## config.mk

```make
export PLATFORM = sky130hd
export DESIGN_NAME = nw_job_ctrl
export DESIGN_NICKNAME = d
export VERILOG_FILES = /design/src/rtl/nw_pkg.sv /design/src/rtl/nw_rr_arbiter.sv /design/src/rtl/nw_job_ctrl.sv
export SDC_FILE = /design/constraint.sdc
export NUM_CORES = 1
export LEC_CHECK = 0
export CAP_MARGIN = 20
export CELL_PAD_IN_SITES_DETAIL_PLACEMENT = 2
export CELL_PAD_IN_SITES_GLOBAL_PLACEMENT = 2
export CORE_MARGIN = 2
export CORE_UTILIZATION = 23
export DETAILED_ROUTE_END_ITERATION = 12
export GPL_TIMING_DRIVEN = 0
export MAX_ROUTING_LAYER = met4
export PLACE_DENSITY = 0.86
export SYNTH_ARGS = -nofsm -noshare
export SYNTH_HDL_FRONTEND = slang
export SYNTH_SLANG_ARGS = --single-unit
```

## constraint.sdc

```tcl
create_clock -name clk -period 2.84 [get_ports clk]
set_input_delay 0.568 -clock clk [delete_from_list [all_inputs] [get_ports clk]]
set_output_delay 0.568 -clock clk [all_outputs]
set_load 0.02 [all_outputs]
```

## src/rtl/nw_pkg.sv

```systemverilog
// Shared definitions for the Needleman-Wunsch job controller slice.
// Contents: controller state encoding, traceback direction codes and the
// default widths used as parameter defaults by nw_job_ctrl and nw_rr_arbiter.
package nw_pkg;

    typedef enum logic [1:0] {
        ST_IDLE  = 2'd0,
        ST_CLEAR = 2'd1,
        ST_RUN   = 2'd2,
        ST_DONE  = 2'd3
    } nw_state_e;

    typedef logic [1:0] nw_dir_t;

    localparam nw_dir_t DIR_TOP    = 2'b00;
    localparam nw_dir_t DIR_LEFT   = 2'b01;
    localparam nw_dir_t DIR_CORNER = 2'b10;

    localparam int NW_LENGTH     = 10;
    localparam int NW_CWIDTH     = 2;
    localparam int NW_SWIDTH     = 16;
    localparam int NW_NREQ       = 2;
    localparam int NW_CLR_CYCLES = 2;
    localparam int NW_TIMEOUT    = 255;

endpackage

```

## src/rtl/nw_rr_arbiter.sv

```systemverilog
// Round-robin arbiter for job requesters.
// Ports:
//   clk, reset  - clock, asynchronous active-high reset
//   req         - request vector, one bit per requester
//   advance     - grant is being taken this cycle; move the pointer past it
//   grant       - one-hot grant (combinational), zero when no request
// The search starts at the pointer, which after reset is index 0 and after
// each taken grant is the index just after the granted one.
module nw_rr_arbiter
    import nw_pkg::*;
#(
    parameter int N = NW_NREQ
) (
    input  logic         clk,
    input  logic         reset,
    input  logic [N-1:0] req,
    input  logic         advance,
    output logic [N-1:0] grant
);

    localparam int PW = (N > 1) ? $clog2(N) : 1;

    logic [PW-1:0] ptr;
    logic [PW-1:0] idx;
    logic          found;

    always_comb begin
        grant = '0;
        found = 1'b0;
        idx   = '0;
        for (int k = 0; k < N; k++) begin
            idx = PW'((int'(ptr) + k) % N);
            if (!found && req[idx]) begin
                grant[idx] = 1'b1;
                found      = 1'b1;
            end
        end
    end

    always_ff @(posedge clk or posedge reset) begin
        if (reset) begin
            ptr <= '0;
        end else if (advance) begin
            for (int i = 0; i < N; i++) begin
                if (grant[i]) begin
                    ptr <= PW'((i + 1) % N);
                end
            end
        end
    end

endmodule

```

## src/rtl/nw_job_ctrl.sv

```systemverilog
// Job controller for the Needleman-Wunsch scoring grid.
// Accepts jobs from NREQ requesters (round-robin), latches the two strings,
// clears the grid, waits for the grid result (or aborts on timeout) and
// returns the score through a valid/ready response port.
// Ports:
//   clk, reset            - clock, asynchronous active-high reset
//   req_valid/req_ready   - per-requester job request / one-cycle accept pulse
//   req_s1, req_s2        - per-requester strings, requester i at slice i
//   grid_reset            - clear strobe to the grid, CLR_CYCLES long
//   grid_s1, grid_s2      - latched strings, stable for the whole job
//   grid_score/grid_valid - grid result and completion flag
//   resp_*                - response handshake and payload (id, score, timeout)
//   busy                  - controller is not idle
//
// state | meaning
// IDLE  | waiting for a request; grants one on the clock edge
// CLEAR | grid_reset held high for CLR_CYCLES cycles
// RUN   | counting cycles until grid_valid or TIMEOUT
// DONE  | resp_valid held until resp_ready
module nw_job_ctrl
    import nw_pkg::*;
#(
    parameter int LENGTH     = NW_LENGTH,
    parameter int CWIDTH     = NW_CWIDTH,
    parameter int SWIDTH     = NW_SWIDTH,
    parameter int NREQ       = NW_NREQ,
    parameter int CLR_CYCLES = NW_CLR_CYCLES,
    parameter int TIMEOUT    = NW_TIMEOUT
) (
    input  logic                                     clk,
    input  logic                                     reset,
    input  logic [NREQ-1:0]                          req_valid,
    output logic [NREQ-1:0]                          req_ready,
    input  logic [NREQ*LENGTH*CWIDTH-1:0]            req_s1,
    input  logic [NREQ*LENGTH*CWIDTH-1:0]            req_s2,
    output logic                                     grid_reset,
    output logic [LENGTH*CWIDTH-1:0]                 grid_s1,
    output logic [LENGTH*CWIDTH-1:0]                 grid_s2,
    input  logic signed [SWIDTH-1:0]                 grid_score,
    input  logic                                     grid_valid,
    output logic                                     resp_valid,
    input  logic                                     resp_ready,
    output logic [((NREQ > 1) ? $clog2(NREQ) : 1)-1:0] resp_id,
    output logic signed [SWIDTH-1:0]                 resp_score,
    output logic                                     resp_timeout,
    output logic                                     busy
);

    localparam int LW  = LENGTH * CWIDTH;
    localparam int IDW = (NREQ > 1) ? $clog2(NREQ) : 1;
    localparam int RCW = $clog2(TIMEOUT + 1);
    localparam int CCW = (CLR_CYCLES > 1) ? $clog2(CLR_CYCLES) : 1;

    nw_state_e      state;
    logic [NREQ-1:0] grant;
    logic           advance;
    logic [IDW-1:0] grant_id;
    logic [LW-1:0]  sel_s1;
    logic [LW-1:0]  sel_s2;
    logic [CCW-1:0] clr_cnt;
    logic [RCW-1:0] run_cnt;

    // Only arbitrate in IDLE; the DONE->IDLE handshake cycle therefore never grants.
    assign advance = (state == ST_IDLE) && (|req_valid);
    assign busy    = (state != ST_IDLE);

    nw_rr_arbiter #(.N(NREQ)) u_arb (
        .clk     (clk),
        .reset   (reset),
        .req     (req_valid),
        .advance (advance),
        .grant   (grant)
    );

    always_comb begin
        grant_id = '0;
        sel_s1   = '0;
        sel_s2   = '0;
        for (int i = 0; i < NREQ; i++) begin
            if (grant[i]) begin
                grant_id = IDW'(i);
                sel_s1   = req_s1[i*LW +: LW];
                sel_s2   = req_s2[i*LW +: LW];
            end
        end
    end

    always_ff @(posedge clk or posedge reset) begin
        if (reset) begin
            state        <= ST_IDLE;
            req_ready    <= '0;
            grid_reset   <= 1'b0;
            grid_s1      <= '0;
            grid_s2      <= '0;
            resp_valid   <= 1'b0;
            resp_id      <= '0;
            resp_score   <= '0;
            resp_timeout <= 1'b0;
            clr_cnt      <= '0;
            run_cnt      <= '0;
        end else begin
            req_ready <= '0;
            case (state)
                ST_IDLE: begin
                    if (advance) begin
                        req_ready  <= grant;
                        grid_s1    <= sel_s1;
                        grid_s2    <= sel_s2;
                        resp_id    <= grant_id;
                        grid_reset <= 1'b1;
                        clr_cnt    <= CCW'(CLR_CYCLES - 1);
                        state      <= ST_CLEAR;
                    end
                end
                ST_CLEAR: begin
                    if (clr_cnt == '0) begin
                        grid_reset <= 1'b0;
                        run_cnt    <= '0;
                        state      <= ST_RUN;
                    end else begin
                        clr_cnt <= clr_cnt - CCW'(1);
                    end
                end
                ST_RUN: begin
                    // grid_valid takes priority over a coincident timeout.
                    if (grid_valid) begin
                        resp_score   <= grid_score;
                        resp_timeout <= 1'b0;
                        resp_valid   <= 1'b1;
                        state        <= ST_DONE;
                    end else if (run_cnt == RCW'(TIMEOUT)) begin
                        resp_score   <= '0;
                        resp_timeout <= 1'b1;
                        resp_valid   <= 1'b1;
                        state        <= ST_DONE;
                    end else if (run_cnt != {RCW{1'b1}}) begin
                        run_cnt <= run_cnt + RCW'(1);
                    end
                end
                ST_DONE: begin
                    if (resp_ready) begin
                        resp_valid <= 1'b0;
                        state      <= ST_IDLE;
                    end
                end
                default: state <= ST_IDLE;
            endcase
        end
    end

endmodule

```

==> reports/qor.yml <==
worst_setup_path:
  r2r_start: "state[0]"
  worstSetupEndpoint: "busy"
  cpMostUsedCell: "inv_1"
  worstSetupPathType: "reg -> out"
  cp.required_ns: 2.27
  reg2reg_slack_ns: 0.91
  path_cells: "inv_1, ha_2, clkbuf_2, inv_1, clkdlybuf4s50_1"
  setup.worst_path.start: "state[0]"
  cp.arrival_ns: 2.08
  slowest_stage: "clkdlybuf4s50_1"
  start_kind: "flip-flop"
timing:
  fin_crit_ns: 2.65
  max_freq_mhz: 378
  hold_viol: 0
  finalClockSkew_ns: 0.00380
yosys:
  syn_nets: 407
  ys_types: 41
  ys_area_mm2: 0.00330
  yosys_warnings: 0
  yosysSeqAreaShare_pct: 56.1
  synth_flops: 74
  netlist_instances: 300
floorplan:
  rows: 43
  die_h_um: 124
  fp_util_pct: 23.7
cells_and_area:
  nets: 583
  antennaDiodeCount: 0
  area_delta_synth_final_pct: 67.4
hold_path:
  min_to: "grid_s2[12]"
  hp-start: "grid_s2[12]"
  whs_path_depth: 2
  min_path_type: "reg -> reg"
run:
  max-cap-violations: 0
clock_network:
  clock-sinks: 74
  cts_hold_buf: 0
  cts_tree: "yes"
placed_design:
  portBuffers: 164
power:
  ir_drop_v: 0.000360
drt:
  routed-via-count: 3205
  first_pass_iters: 4
  viasPerCell: 4.86
  drcViolationCount: 0
outcome:
  status: "finished, final reports clean"
grt:
  grt_pass1_wl_um: 18800
  grt_max_degree: 45
Yosys cell counts, drive strengths merged:
library cell / instances / area share [%]
a311oi: 1 / 0.27
a21o: 1 / 0.23
o2bb2ai: 2 / 0.53
or4: 1 / 0.23
a32o: 1 / 0.30
or3b: 1 / 0.27
clkbuf: 10 / 1.1
and3: 16 / 3.0
dfrtp: 74 / 56
inv: 8 / 0.91
mux2i: 1 / 0.30
o32a: 1 / 0.30
nand2: 38 / 4.3
or3: 1 / 0.19
buf: 10 / 1.9
a21oi: 5 / 1.1
xor2: 1 / 0.27
and2: 3 / 0.57
a211o: 2 / 0.53
a22oi: 28 / 6.4
nor2: 1 / 0.11
a21boi: 3 / 1.0
nand3: 8 / 1.2
o21ai: 37 / 5.7
mux2: 1 / 0.34
and4: 3 / 0.87
o311ai: 1 / 0.27
a22o: 17 / 4.5
o211ai: 2 / 0.45
ha: 5 / 1.9
nor3: 2 / 0.30
nand2b: 3 / 0.80
a221o: 12 / 3.6
what timing repair did:
| item | 4_1_cts | 5_1_grt |
|---|---|---|
| setup buffers | 0 | 0 |
| resized | 1 | 1 |
| setup endpoints to repair | 1 | 1 |
sequential cells by signal (all words and copies together) (netlist names):
signal and cells:
grid_s1 20, grid_s2 20, resp_score 16, run_cnt 8, req_ready 2, state 2
clr_cnt 1, grid_reset 1, resp_id 1, resp_timeout 1, resp_valid 1, u_arb.ptr 1
metrics by stage:
step,util (%),instance area (µm²),power (mW),setup WS [ns],hold WS (ns)
3_3_place_gp,37.1,5170,4.42,-0.957,0.462
4_1_cts,39.7,5530,5.89,0.0294,0.493
3_5_place_dp,37.3,5200,4.57,0.268,0.480
5_1_grt,39.7,5530,6.19,0.0467,0.522
2_1_floorplan,-,3300,3.18,0.390,0.491
6_report,39.7,5530,5.79,0.194,0.485
cell type report:
class | instances | area (µm²)
fill | 1509 | 8410
sequential | 74 | 1850
timing repair buffer | 165 | 1670
multi-input combinational | 198 | 1320
clock buffer | 12 | 267
tap | 180 | 225
buffer | 20 | 103
clock inverter | 2 | 60.1
inverter | 8 | 32.5
per-layer routing:
layer  global-route usage [%]  vias to the layer above  share of wire, %
met3                     4.40                       13               7.3
met4                     6.61                        0               1.7
met2                     27.7                      114                50
met5                        -                        -                 0
li1                         -                     1470                 -
met1                     19.0                     1608                41
cells by family after synthesis:
family	after synthesis	share of synthesized area (%)
buffers and inverters	28	3.98
AND-OR/OR-AND	113	25.2
adder cells (fa/ha/maj)	5	1.89
AND/OR/NAND/NOR	77	11.9
multiplexers	2	0.644
XOR/XNOR	1	0.265
flip-flops	74	56.1
worst reg2reg max path: stages, from the launching register on:
cell and delay (ns):
dfrtp_1 0.42, inv_1 0.10, ha_1 0.31, buf_4 0.22, inv_1 0.09, a21boi_2 0.15, o21ai_1 0.19, a211o_1 0.33
power by group:
group	switching, mW	internal [mW]	leakage (nW)	total [mW]
Combinational	1.46	1.29	1.30	2.75
Sequential	0.278	1.50	0.936	1.78
Clock	0.434	0.831	0.161	1.26
cells in the final DEF (no fill, tap or decap), drive strengths merged, types with 11 or more instances in the layout:
cell,n
clkbuf,22
and3,16
buf,11
clkdlybuf4s50,164
nand2,38
a22o,17
o21ai,37
a22oi,28
dfrtp,74
a221o,12
==> images/port_nets.png <==
Scale bar: 20 µm.
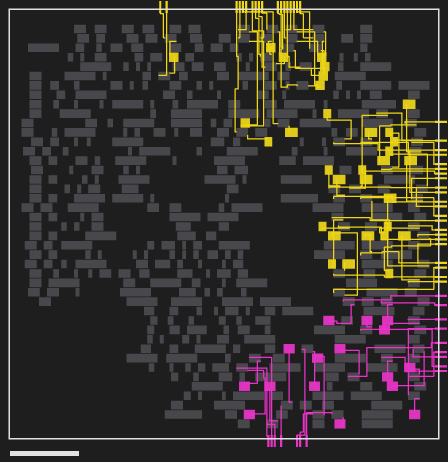
- `req_s1`: yellow (bits 40; direction input; edge 22 east, 18 north; end cells 32; buffers 40; wire 1280 µm)
- `grid_score`: magenta (bits 16; direction input; edge 9 east, 7 south; end cells 16; buffers 16; wire 499 µm)

==> images/registers.png <==
Scale bar: 20 µm. Other sequential cells in the stronger grey, the rest of the logic in the fainter grey.
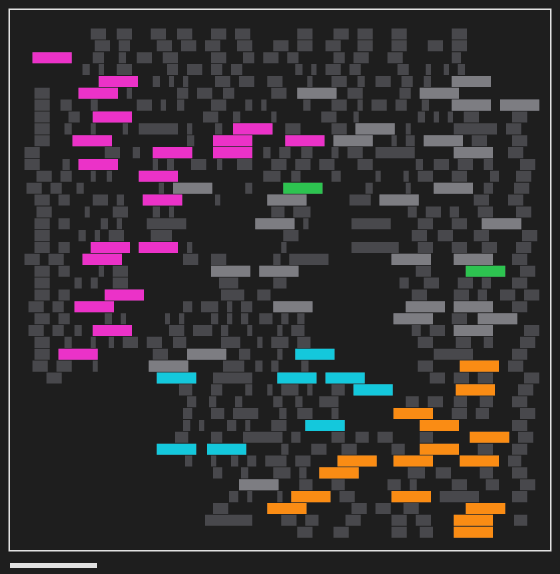
- `grid_s2`: magenta (sequential cells 20)
- `resp_score`: orange (sequential cells 16; where south-east)
- `req_ready`: green (sequential cells 2)
- `run_cnt`: cyan (sequential cells 8)

==> images/final_congestion.png <==
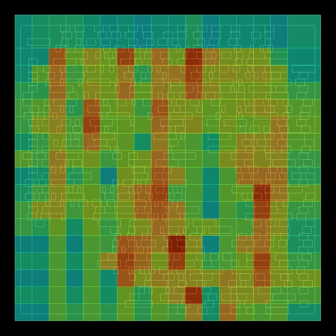
GRT Total Usage: 16.6%
met1 GRT Util: 19.0%
Final Util: 39.7%
Routed wire per std cell: 18.4 µm
met2 GRT Util: 27.7%

Power is estimated from default activity; no workload was simulated.
